`src/rtl/fp_div_seq.sv`:
```
// Sequential floating-point divider: q = a * recip(b), shift-add significand
// multiply, normalize, round-to-nearest-even. Default word is bf16.
// Optional feature macro: FPU_DIV_STICKY_FLAGS_EN adds flags_clr / sticky_flags.
// Handshake: a transfer happens on a rising edge where valid && ready are both
// high; valid never depends on ready, and outputs are held while valid && !ready.

// Field decoder; subnormals are normalized so sig_o always has its leading one
// at bit NSIG (except for zero) and exp_o is the matching unbiased-by-field exponent.
module fp_unpack #(
  parameter int NEXP = 8,
  parameter int NSIG = 7
) (
  input  logic [NEXP+NSIG:0]      x_i,
  output logic [NSIG:0]           sig_o,
  output logic signed [NEXP+1:0]  exp_o,
  output logic                    zero_o,
  output logic                    inf_o,
  output logic                    nan_o,
  output logic                    snan_o
);
  logic [NEXP-1:0] e;
  logic [NSIG-1:0] f;
  logic [NEXP+1:0] shift;

  assign e = x_i[NEXP+NSIG-1:NSIG];
  assign f = x_i[NSIG-1:0];

  // Shift that moves the top set fraction bit up to the hidden-bit position.
  always_comb begin
    shift = '0;
    for (int i = 0; i < NSIG; i++)
      if (f[i]) shift = (NEXP+2)'(NSIG - i);
  end

  // Significand and exponent, with subnormal normalization (ea = 1 - shift).
  always_comb begin
    if (e != '0) begin
      sig_o = {1'b1, f};
      exp_o = signed'({2'b00, e});
    end else begin
      sig_o = {1'b0, f} << shift;
      exp_o = signed'((NEXP+2)'(1) - shift);
    end
  end

  assign zero_o = (e == '0) && (f == '0);
  assign inf_o  = (&e) && (f == '0);
  assign nan_o  = (&e) && (f != '0);
  assign snan_o = nan_o && !f[NSIG-1];
endmodule

// Combinational reciprocal of the divisor. Significand is truncated 2/m.
// recip_flags_o: 0 INFINITY (1/b overflows, incl. b=0), 1 b zero,
// 2 b infinite (1/b is zero), 3 b NaN, 4 b signalling NaN.
module reciprocal #(
  parameter int NEXP = 8,
  parameter int NSIG = 7
) (
  input  logic [NEXP+NSIG:0]      b_i,
  output logic [NSIG:0]           sig_o,
  output logic signed [NEXP+1:0]  exp_o,
  output logic [4:0]              recip_flags_o
);
  localparam int PW = 2*NSIG + 2;
  localparam logic [PW-1:0]          TWO_SCALED = PW'(1) << (2*NSIG + 1);
  localparam logic signed [NEXP+1:0] TWO_BIAS   = (NEXP+2)'(2*(2**(NEXP-1) - 1));
  localparam logic signed [NEXP+1:0] ONE_S      = (NEXP+2)'(1);
  localparam logic signed [NEXP+1:0] EXP_INF    = (NEXP+2)'(2**NEXP - 1);

  logic [NSIG:0]          bsig;
  logic signed [NEXP+1:0] bexp;
  logic bzero, binf, bnan, bsnan;

  fp_unpack #(.NEXP(NEXP), .NSIG(NSIG)) u_unpack (
    .x_i(b_i), .sig_o(bsig), .exp_o(bexp),
    .zero_o(bzero), .inf_o(binf), .nan_o(bnan), .snan_o(bsnan)
  );

  // A power-of-two divisor has an exact reciprocal; otherwise 1/m lies in
  // (0.5,1) so it is doubled into [1,2) and the exponent drops by one.
  always_comb begin
    if (bsig[NSIG-1:0] == '0) begin
      sig_o = {1'b1, {NSIG{1'b0}}};
      exp_o = TWO_BIAS - bexp;
    end else begin
      sig_o = (NSIG+1)'(TWO_SCALED / PW'(bsig));
      exp_o = TWO_BIAS - bexp - ONE_S;
    end
  end

  assign recip_flags_o = {bsnan, bnan, binf, bzero,
                          bzero || (!binf && !bnan && (exp_o >= EXP_INF))};
endmodule

module fp_div_seq #(
  parameter int NEXP = 8,
  parameter int NSIG = 7
) (
  input  logic                 clk,
  input  logic                 rst_n,
  input  logic                 in_valid,
  output logic                 in_ready,
  input  logic [NEXP+NSIG:0]   a,
  input  logic [NEXP+NSIG:0]   b,
  output logic                 out_valid,
  input  logic                 out_ready,
  output logic [NEXP+NSIG:0]   q,
  output logic [4:0]           except_flags,
`ifdef FPU_DIV_STICKY_FLAGS_EN
  input  logic                 flags_clr,
  output logic [4:0]           sticky_flags,
`endif
  output logic [1:0]           dbg_state_o
);
  localparam int DW = NEXP + NSIG + 1;
  localparam int W  = NSIG + 1;
  localparam int PW = 2*W;
  localparam int EW = NEXP + 2;
  localparam int CW = $clog2(NSIG + 2) + 1;
  localparam logic [CW-1:0]        CNT_SETUP = CW'(NSIG + 1);
  localparam logic [CW-1:0]        CNT_MUL   = CW'(NSIG);
  localparam logic signed [EW-1:0] BIAS_S    = EW'(2**(NEXP-1) - 1);
  localparam logic signed [EW-1:0] EXP_INF   = EW'(2**NEXP - 1);
  localparam logic signed [EW-1:0] ONE_S     = EW'(1);
  localparam logic [4:0] F_INV = 5'b00001, F_DZ = 5'b00010, F_OVF = 5'b00100,
                         F_UNF = 5'b01000, F_INX = 5'b10000;

  typedef enum logic [1:0] {S_IDLE, S_MUL, S_NORM, S_DONE} state_t;

  state_t                state_q, state_d;
  logic [DW-1:0]         a_q, a_d, b_q, b_d, q_q, q_d;
  logic                  sign_q, sign_d;
  logic signed [EW-1:0]  exp_q, exp_d;
  logic [PW-1:0]         mcand_q, mcand_d, acc_q, acc_d;
  logic [W-1:0]          mplier_q, mplier_d;
  logic [CW-1:0]         cnt_q, cnt_d;
  logic [4:0]            flags_q, flags_d;

  logic [W-1:0]          a_sig, r_sig;
  logic signed [EW-1:0]  a_exp, r_exp, e_adj, e_fin;
  logic                  a_zero, a_inf, a_nan, a_snan, sign_new;
  logic [4:0]            rflags;
  logic [PW-1:0]         pn;
  logic [W:0]            rnd_sum;
  logic [NSIG-1:0]       frac;
  logic                  norm_inc, guard, sticky, round_up, carry;

  fp_unpack #(.NEXP(NEXP), .NSIG(NSIG)) u_unpack_a (
    .x_i(a_q), .sig_o(a_sig), .exp_o(a_exp),
    .zero_o(a_zero), .inf_o(a_inf), .nan_o(a_nan), .snan_o(a_snan)
  );

  reciprocal #(.NEXP(NEXP), .NSIG(NSIG)) u_recip (
    .b_i(b_q), .sig_o(r_sig), .exp_o(r_exp), .recip_flags_o(rflags)
  );

  assign sign_new = a_q[DW-1] ^ b_q[DW-1];

  // Normalize the product, round to nearest even, and form the final exponent.
  always_comb begin
    norm_inc = acc_q[PW-1];
    pn       = norm_inc ? acc_q : (acc_q << 1);
    guard    = pn[NSIG];
    sticky   = |pn[NSIG-1:0];
    round_up = guard && (sticky || pn[NSIG+1]);
    rnd_sum  = {1'b0, pn[PW-1:NSIG+1]} + (W+1)'(round_up);
    carry    = rnd_sum[W];
    frac     = carry ? rnd_sum[NSIG:1] : rnd_sum[NSIG-1:0];
    e_adj    = {{(EW-2){1'b0}}, {1'b0, norm_inc} + {1'b0, carry}};
    e_fin    = exp_q + e_adj;
  end

  // Next-state logic: operand capture, special cases, multiply steps, rounding.
  always_comb begin
    state_d  = state_q;
    a_d      = a_q;
    b_d      = b_q;
    q_d      = q_q;
    sign_d   = sign_q;
    exp_d    = exp_q;
    mcand_d  = mcand_q;
    mplier_d = mplier_q;
    acc_d    = acc_q;
    cnt_d    = cnt_q;
    flags_d  = flags_q;
    case (state_q)
      S_IDLE: begin
        if (in_valid) begin
          a_d     = a;
          b_d     = b;
          cnt_d   = CNT_SETUP;
          state_d = S_MUL;
        end
      end
      S_MUL: begin
        if (cnt_q == CNT_SETUP) begin
          // First MUL cycle: the reciprocal of the latched divisor is now valid.
          sign_d  = sign_new;
          state_d = S_DONE;
          flags_d = '0;
          if (a_nan || rflags[3]) begin
            q_d     = {sign_new, {NEXP{1'b1}}, 1'b1, {(NSIG-1){1'b0}}};
            flags_d = (a_snan || rflags[4]) ? F_INV : 5'b0;
          end else if ((a_zero && rflags[1]) || (a_inf && rflags[2])) begin
            q_d     = {sign_new, {NEXP{1'b1}}, 1'b1, {(NSIG-1){1'b0}}};
            flags_d = F_INV;
          end else if (rflags[1]) begin
            q_d     = {sign_new, {NEXP{1'b1}}, {NSIG{1'b0}}};
            flags_d = F_DZ;
          end else if (a_inf) begin
            q_d     = {sign_new, {NEXP{1'b1}}, {NSIG{1'b0}}};
          end else if (a_zero || rflags[2]) begin
            q_d     = {sign_new, {(DW-1){1'b0}}};
          end else if (rflags[0]) begin
            q_d     = {sign_new, {NEXP{1'b1}}, {NSIG{1'b0}}};
            flags_d = F_OVF | F_INX;
          end else begin
            mcand_d  = PW'(a_sig);
            mplier_d = r_sig;
            acc_d    = '0;
            exp_d    = a_exp + r_exp - BIAS_S;
            cnt_d    = CNT_MUL;
            state_d  = S_MUL;
          end
        end else begin
          if (mplier_q[0]) acc_d = acc_q + mcand_q;
          mcand_d  = mcand_q << 1;
          mplier_d = mplier_q >> 1;
          if (cnt_q == '0) state_d = S_NORM;
          else             cnt_d   = cnt_q - CW'(1);
        end
      end
      S_NORM: begin
        state_d = S_DONE;
        if (e_fin >= EXP_INF) begin
          q_d     = {sign_q, {NEXP{1'b1}}, {NSIG{1'b0}}};
          flags_d = F_OVF | F_INX;
        end else if (e_fin < ONE_S) begin
          q_d     = {sign_q, {(DW-1){1'b0}}};
          flags_d = F_UNF | F_INX;
        end else begin
          q_d     = {sign_q, e_fin[NEXP-1:0], frac};
          flags_d = (guard || sticky) ? F_INX : 5'b0;
        end
      end
      S_DONE: begin
        if (out_ready) state_d = S_IDLE;
      end
      default: state_d = S_IDLE;
    endcase
  end

  // State registers with synchronous active-low reset.
  always_ff @(posedge clk) begin
    if (!rst_n) begin
      state_q  <= S_IDLE;
      a_q      <= '0;
      b_q      <= '0;
      q_q      <= '0;
      sign_q   <= 1'b0;
      exp_q    <= '0;
      mcand_q  <= '0;
      mplier_q <= '0;
      acc_q    <= '0;
      cnt_q    <= '0;
      flags_q  <= '0;
    end else begin
      state_q  <= state_d;
      a_q      <= a_d;
      b_q      <= b_d;
      q_q      <= q_d;
      sign_q   <= sign_d;
      exp_q    <= exp_d;
      mcand_q  <= mcand_d;
      mplier_q <= mplier_d;
      acc_q    <= acc_d;
      cnt_q    <= cnt_d;
      flags_q  <= flags_d;
    end
  end

`ifdef FPU_DIV_STICKY_FLAGS_EN
  logic [4:0] sticky_q;
  // Accumulate result flags per output handshake; clear has priority.
  always_ff @(posedge clk) begin
    if (!rst_n)                               sticky_q <= '0;
    else if (flags_clr)                       sticky_q <= '0;
    else if ((state_q == S_DONE) && out_ready) sticky_q <= sticky_q | flags_q;
  end
  assign sticky_flags = sticky_q;
`endif

  assign in_ready     = (state_q == S_IDLE);
  assign out_valid    = (state_q == S_DONE);
  assign q            = q_q;
  assign except_flags = flags_q;
  assign dbg_state_o  = state_q;
endmodule
```
`config.mk`:
```
export PLATFORM = sky130hd
export DESIGN_NAME = fp_div_seq
export DESIGN_NICKNAME = d
export VERILOG_FILES = /design/src/rtl/fp_div_seq.sv
export SDC_FILE = /design/constraint.sdc
export NUM_CORES = 1
export LEC_CHECK = 0
export CORE_AREA = 2 2 164 166
export DETAILED_ROUTE_END_ITERATION = 7
export DIE_AREA = 0 0 166 168
export PLACE_DENSITY = 0.64
export REMOVE_ABC_BUFFERS = 1
export SLEW_MARGIN = 30
export SYNTH_ARGS = -nofsm -noshare
export SYNTH_HDL_FRONTEND = slang
export SYNTH_SLANG_ARGS = --single-unit
```
`constraint.sdc`:
```
create_clock -name clk -period 71.3 [get_ports clk]
set_input_delay 14.26 -clock clk [delete_from_list [all_inputs] [get_ports clk]]
set_output_delay 14.26 -clock clk [all_outputs]
set_load 0.03 [all_outputs]
```
**Run 1: met4 routing**

Scale: 3 px per um. Supply wires on this layer in gray. Cells faint in the background.
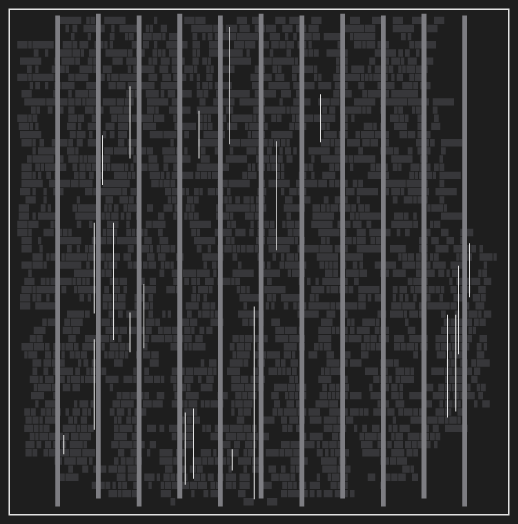
share of all routed wire: 1.5%
wire length on this layer: 515 um
main direction: vertical
via count: 13000
routed wire length: 35500 um

**Run 1: the clock network**

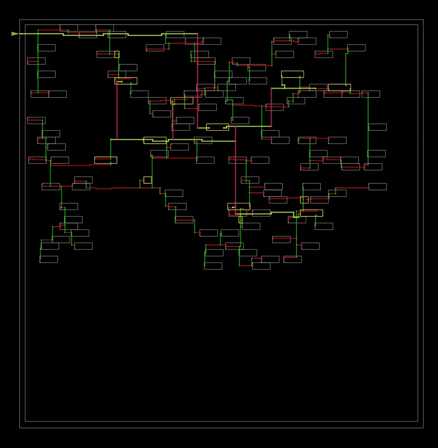
sequential cell count of the final layout: 111
Layout Skew: 7.92 ps

**Run 1: cell density map**

Scale: 2 px per um. 17 x 17 tiles, from white (low) to dark blue (high), 0 to 100% covered.
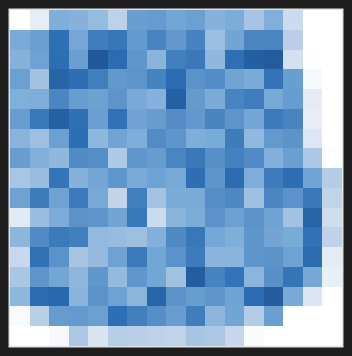
nearly empty tiles: 7.6%
fullest tile: 84%
tiles over 75% full: 6.6%

==> run 1: sequential cells by signal (all words and copies together), names as in the netlist, named ones only <==
name          count
a_q              16
acc_q            16
b_q              16
cnt_q             5
dbg_state_o       1
except_flags      5
exp_q            10
mcand_q          16
mplier_q          8
q                16
sign_q            1
==> run 1: layout make-up <==
| cell class | instances | area share [%] |
|---|---|---|
| clock buffer | 10 | 1.63 |
| inverter | 68 | 1.82 |
| tap | 341 | 3.04 |
| multi-input combinational | 1542 | 72.3 |
| clock inverter | 3 | 0.160 |
| timing repair buffer | 77 | 5.21 |
| sequential | 111 | 15.8 |
==> run 1: metal layers <==
layer	vias to the layer above	global-route usage [%]	share of wire [%]
met2	277	42.7	46
li1	6607	-	-
met3	43	2.42	3.7
met1	6084	34.3	49
met4	0	5.67	1.5
met5	-	0	0
==> Flow_metrics.wiki, run 1 <==
== Implementation results ==
{| class="wikitable"
! Metric !! Value
|-
| Max-area cell share || 17.2%
|-
| Tally of non-filler cells in the final layout || 2152
|-
| Share of synthesized area spent on multiplexers || 4.33%
|-
| Detailed-route vias per instance || 6.05
|-
| DP Worst Slack || 40950 ps
|-
| Cell type contributing the most total cell area after synthesis || dfxtp_1
|-
| Aggregate negative setup slack || 0 ps
|-
| Floorplan Core Area || 26400 sq um
|-
| Iter 0 DRT Violations || 881
|-
| Dominant register cell || dfxtp_1
|-
| Tightest Pin Transition || 891 ps
|-
| Cell type group with the largest total delay on the critical path || AND-OR/OR-AND gates
|-
| Count of yosys warnings during synthesis || 0
|-
| Initial core utilization || 49.1%
|-
| Kind of start point of the critical path || flip-flop
|-
| Clock tree root driver cell || clkbuf_16
|-
| Setup repair after global routing missed its margin || false
|-
| Critical Path Slowest Stage Cell || inv_2
|-
| Cts bufs inserted || 9
|-
| Final standard cell area without fillers || 14000 sq um
|-
| TritonCTS clock tree || yes
|-
| Vias in the first global route || 12200
|-
| Count of placed standard cells including taps || 2139
|-
| Filler Cell Count || 2634
|-
| Main kind of combinational logic by area || AND-OR/OR-AND gates
|-
| Number of distinct library cells after synthesis || 105
|-
| Post-synth seq share || 17.2%
|-
| Htree depth || 3
|-
| Tcrit/Tclk final || 43.0%
|-
| Critical path startpoint || b_q[0]$_SDFFE_PN0P_
|-
| Total congestion overflow || 0
|-
| Worst reg2reg setup slack || 40650 ps
|-
| ANT cells || 0
|-
| Post-layout net count || 1976
|-
| Complex-gate fraction of the synthesized area || 29.0%
|-
| Maximum number of pins on one net before global-route repair || 102
|-
| Max capacitance violation total || 0
|-
| Proportion of synthesized flip-flops having asynchronous set or reset || 0%
|-
| Clock latency at the later pin of the worst-skew pair || 350 ps
|-
| Hold Buf Count CTS || 0
|-
| Chip area || 27900 sq um
|-
| Post-Place Cell Area || 13800 sq um
|-
| Number of synthesized flops with an enable pin || 0
|-
| Post-synthesis share of cell area spent on xor and xnor gates || 5.82%
|-
| Slew margin rel. || 40.1%
|-
| Synth Cell Area || 12900 sq um
|-
| Adder and majority gate portion of the synthesized area || 12.8%
|-
| WHS || 455 ps
|-
| Most frequent cell after synthesis || nand2_1
|-
| Final ANT Viol Nets || 0
|-
| Tmin final || 30650 ps
|-
| Arrival time worst endpoint || 30880 ps
|-
| Cell count in the Yosys report || 1795
|-
| Capture instance of the worst register-to-register path || mplier_q[0]$_SDFFE_PN0P_
|-
| Crit Path Max Fanout || 22
|-
| Most used standard cells in the synthesized netlist || nand2_1, nor2_1, a21oi_1
|-
| Drt wl/cell || 16.5 um
|-
| Fraction of final layout cells with drive strength greater than 1 || 6.18%
|-
| Status || finished clean
|-
| Final-report max-slew violation count || 0
|-
| TritonCTS sink count || 111
|-
| Die Height || 168 um
|-
| Hold path startpoint || q[2]$_SDFFE_PN0P_
|-
| Router iterations before antenna repair || 5
|-
| Simple-Gate Fraction of Synth Area || 26.1%
|-
| Required time worst endpoint || 71530 ps
|-
| I/O Buffers || 60
|-
| Total buffers and inverters traversed by the critical path || 4
|-
| Final core utilization || 53.3%
|-
| Setup CP Type || reg2reg
|-
| Kind of path behind the tightest hold check || reg2reg
|-
| Synthesized instance count || 1795
|-
| Hold-critical path depth || 2
|-
| Most used cell, CP || a21o_1
|-
| Dominant cells by area after synthesis || dfxtp_1, ha_1, a21oi_1
|-
| Crit path capture || mplier_q[0]$_SDFFE_PN0P_
|-
| Summed standard-cell area reported by yosys || 12900 sq um
|-
| Highest achievable clock rate || 32.6 MHz
|-
| OpenROAD warning count || 30
|-
| Most common cell after layout, fill and taps aside || nand2_1
|-
| Reg-to-reg startpoint || b_q[0]$_SDFFE_PN0P_
|-
| Mean area per synthesized cell || 7.21 sq um
|-
| PostCTS Resize Cnt || 0
|-
| Maximum count of clock buffers along a single path || 2
|-
| Number of rows created at floorplan || 60
|-
| Endpoint kind of the worst setup timing path || flip-flop
|-
| Flops out of synthesis || 111
|-
| Half-perimeter wire length after detailed placement || 27000 um
|-
| Max stage delay on crit path || 720 ps
|-
| Routability Congestion || 0.898
|-
| Clock-pin slew on the worst setup and hold paths || 70 ps
|-
| Remaining design rule violation count || 0
|-
| Post-CTS setup-driven buffer insertion count || 0
|-
| Layout Area Growth over Synthesis || 8.54%
|-
| Final-report setup violation count || 0
|-
| Wire length of the first global-routing pass || 59500 um
|-
| Worst Reg2Reg Path Length in Cells || 130
|-
| Register area || 2220 sq um
|-
| Worst Hold End || q[2]$_SDFFE_PN0P_
|-
| Stages on worst setup path || 130
|-
| Most used cells in the layout excluding fill and tap cells || nand2_1, nor2_1, a21oi_1, ha_1, dfxtp_1
|-
| Initial antenna violation count || 0
|-
| Setup WS post-layout || 40650 ps
|-
| Final Hold Vio Count || 0
|-
| Boundary Pins || 61
|-
| Area taken by multi-input logic gates || 10200 sq um
|-
| X dimension of the die || 166 um
|-
| Tot GR Track Use || 25.1%
|}
==> run 2, diff against run 1 <==
==> constraint.sdc (replaced) <==
create_clock -name clk -period 28.8 [get_ports clk]
set_input_delay 5.76 -clock clk [delete_from_list [all_inputs] [get_ports clk]]
set_output_delay 5.76 -clock clk [all_outputs]
set_load 0.03 [all_outputs]
**Run 2: routed metal, one color a layer**

Scale: 3 px per um.
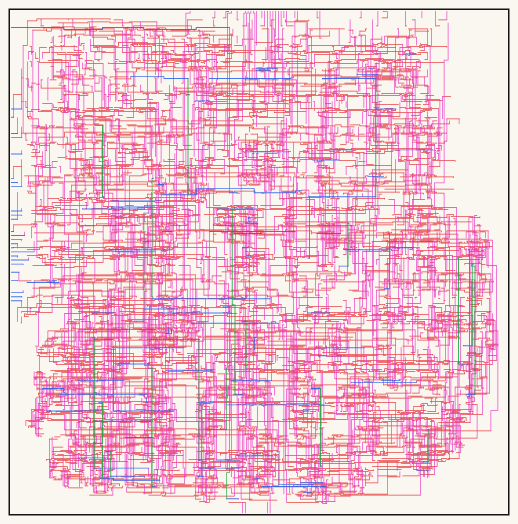
| layer | color | wire length |
|---|---|---|
| M4 | green | 871 um |
| M3 | blue | 1310 um |
| M2 | magenta | 16900 um |
| M1 | red | 17300 um |

==> Flow_metrics.wiki, run 2 <==
== Implementation results ==
{| class="wikitable"
! Metric !! Value
|-
| Number of tap instances || 341
|-
| Tot GR Track Use || 25.6%
|-
| Clock tree root driver cell || clkbuf_16
|-
| Htree depth || 3
|-
| Top layer used by detailed routing || met4
|-
| Reg-to-reg startpoint || b_q[10]$_SDFFE_PN0P_
|-
| Clock-pin slew on the worst setup and hold paths || 70 ps
|-
| Simple-Gate Fraction of Synth Area || 26.1%
|-
| Capture instance of the worst register-to-register path || mplier_q[0]$_SDFFE_PN0P_
|-
| MI comb cells || 1543
|-
| Detailed-route vias per instance || 6.04
|-
| DP Worst Slack || 256 ps
|-
| Die Height || 168 um
|-
| PostCTS Resize Cnt || 0
|-
| Count of placed standard cells including taps || 2145
|-
| Worst Reg2Reg Path Length in Cells || 131
|-
| OpenROAD warning count || 30
|-
| Number of clock buffers in the layout || 13
|-
| I/O Buffers || 60
|-
| Post-synth seq share || 17.2%
|-
| Synthesized instance count || 1795
|-
| Layout Area Growth over Synthesis || 11.0%
|-
| Final-report max-slew violation count || 0
|-
| Most used cells in the layout excluding fill and tap cells || nand2_1, nor2_1, a21oi_1, ha_1, dfxtp_1
|-
| Register area || 2220 sq um
|-
| Met2 Routed Length || 16900 um
|-
| Met2 GRT Util || 43.7%
|-
| Seq area share || 15.5%
|-
| Met1 Usage GRT || 34.1%
|-
| Routed wire length || 36400 um
|-
| Proportion of synthesized flip-flops having asynchronous set or reset || 0%
|-
| Tightest Pin Transition || 979 ps
|-
| Cell type group with the largest total delay on the critical path || AND-OR/OR-AND gates
|-
| Iter 0 DRT Violations || 873
|-
| Chip area || 27900 sq um
|-
| WHS || 460 ps
|-
| Vias in the first global route || 12200
|-
| Total buffers and inverters traversed by the critical path || 4
|-
| Cell count in the Yosys report || 1795
|-
| Router iterations before antenna repair || 5
|-
| Final Hold Vio Count || 0
|-
| Critical Path Slowest Stage Cell || or3_1
|-
| Slew margin rel. || 34.2%
|-
| Count of plain and timing-repair buffers in the layout || 91
|-
| Post-synthesis share of cell area spent on xor and xnor gates || 5.82%
|-
| Initial antenna violation count || 0
|-
| Status || finished clean
|-
| Mean area per synthesized cell || 7.21 sq um
|-
| Synth Cell Area || 12900 sq um
|-
| Hold-critical path depth || 2
|-
| Maximum count of clock buffers along a single path || 2
|-
| Logic share of the area || 71.9%
|-
| Flops out of synthesis || 111
|-
| Most frequent cell after synthesis || nand2_1
|-
| Layout Skew || 9.68 ps
|-
| Tally of non-filler cells in the final layout || 2170
|-
| Leading cell kind || multi-input combinational cells
|-
| Final standard cell area without fillers || 14400 sq um
|-
| Met1 wire length || 17300 um
|-
| Initial core utilization || 49.1%
|-
| Boundary Pins || 61
|-
| Number of synthesized flops with an enable pin || 0
|-
| Setup CP Type || reg2reg
|-
| Worst reg2reg setup slack || 2170 ps
|-
| Required time worst endpoint || 29040 ps
|-
| Fraction of final layout cells with drive strength greater than 1 || 8.15%
|-
| Sequential cell count of the final layout || 111
|-
| Setup WS post-layout || 2170 ps
|-
| Highest achievable clock rate || 37.6 MHz
|-
| Dominant register cell || dfxtp_1
|-
| Kind of path behind the tightest hold check || reg2reg
|-
| Kind of start point of the critical path || flip-flop
|-
| Most utilized layer in the global route result || met2
|-
| Data buffer area share || 5.83%
|}
**Run 2: the clock network**

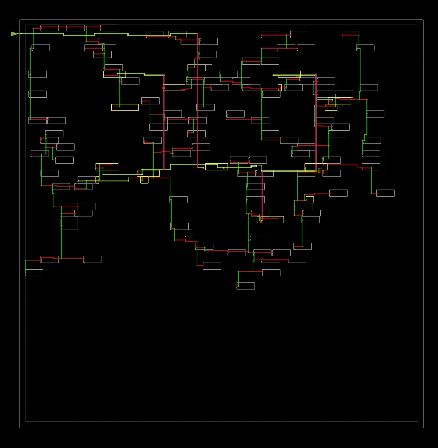
clock latency at the later pin of the worst-skew pair: 360 ps
TritonCTS sink count: 111

-- run 2: how the worst max path moves through the flow --
stage | startpoint | to | slack (ps) | cells after the start
5_1_grt | b_q[10]$_SDFFE_PN0P_ | mplier_q[0]$_SDFFE_PN0P_ | -60 | 133
6_report | b_q[10]$_SDFFE_PN0P_ | mplier_q[0]$_SDFFE_PN0P_ | 2170 | 131
2_1_floorplan | b_q[10]$_SDFFE_PN0P_ | mplier_q[0]$_SDFFE_PN0P_ | 1780 | 130
3_3_place_gp | b_q[8]$_SDFFE_PN0P_ | mplier_q[0]$_SDFFE_PN0P_ | 1150 | 134
3_5_place_dp | b_q[8]$_SDFFE_PN0P_ | mplier_q[0]$_SDFFE_PN0P_ | 260 | 134
4_1_cts | b_q[8]$_SDFFE_PN0P_ | mplier_q[0]$_SDFFE_PN0P_ | 160 | 134
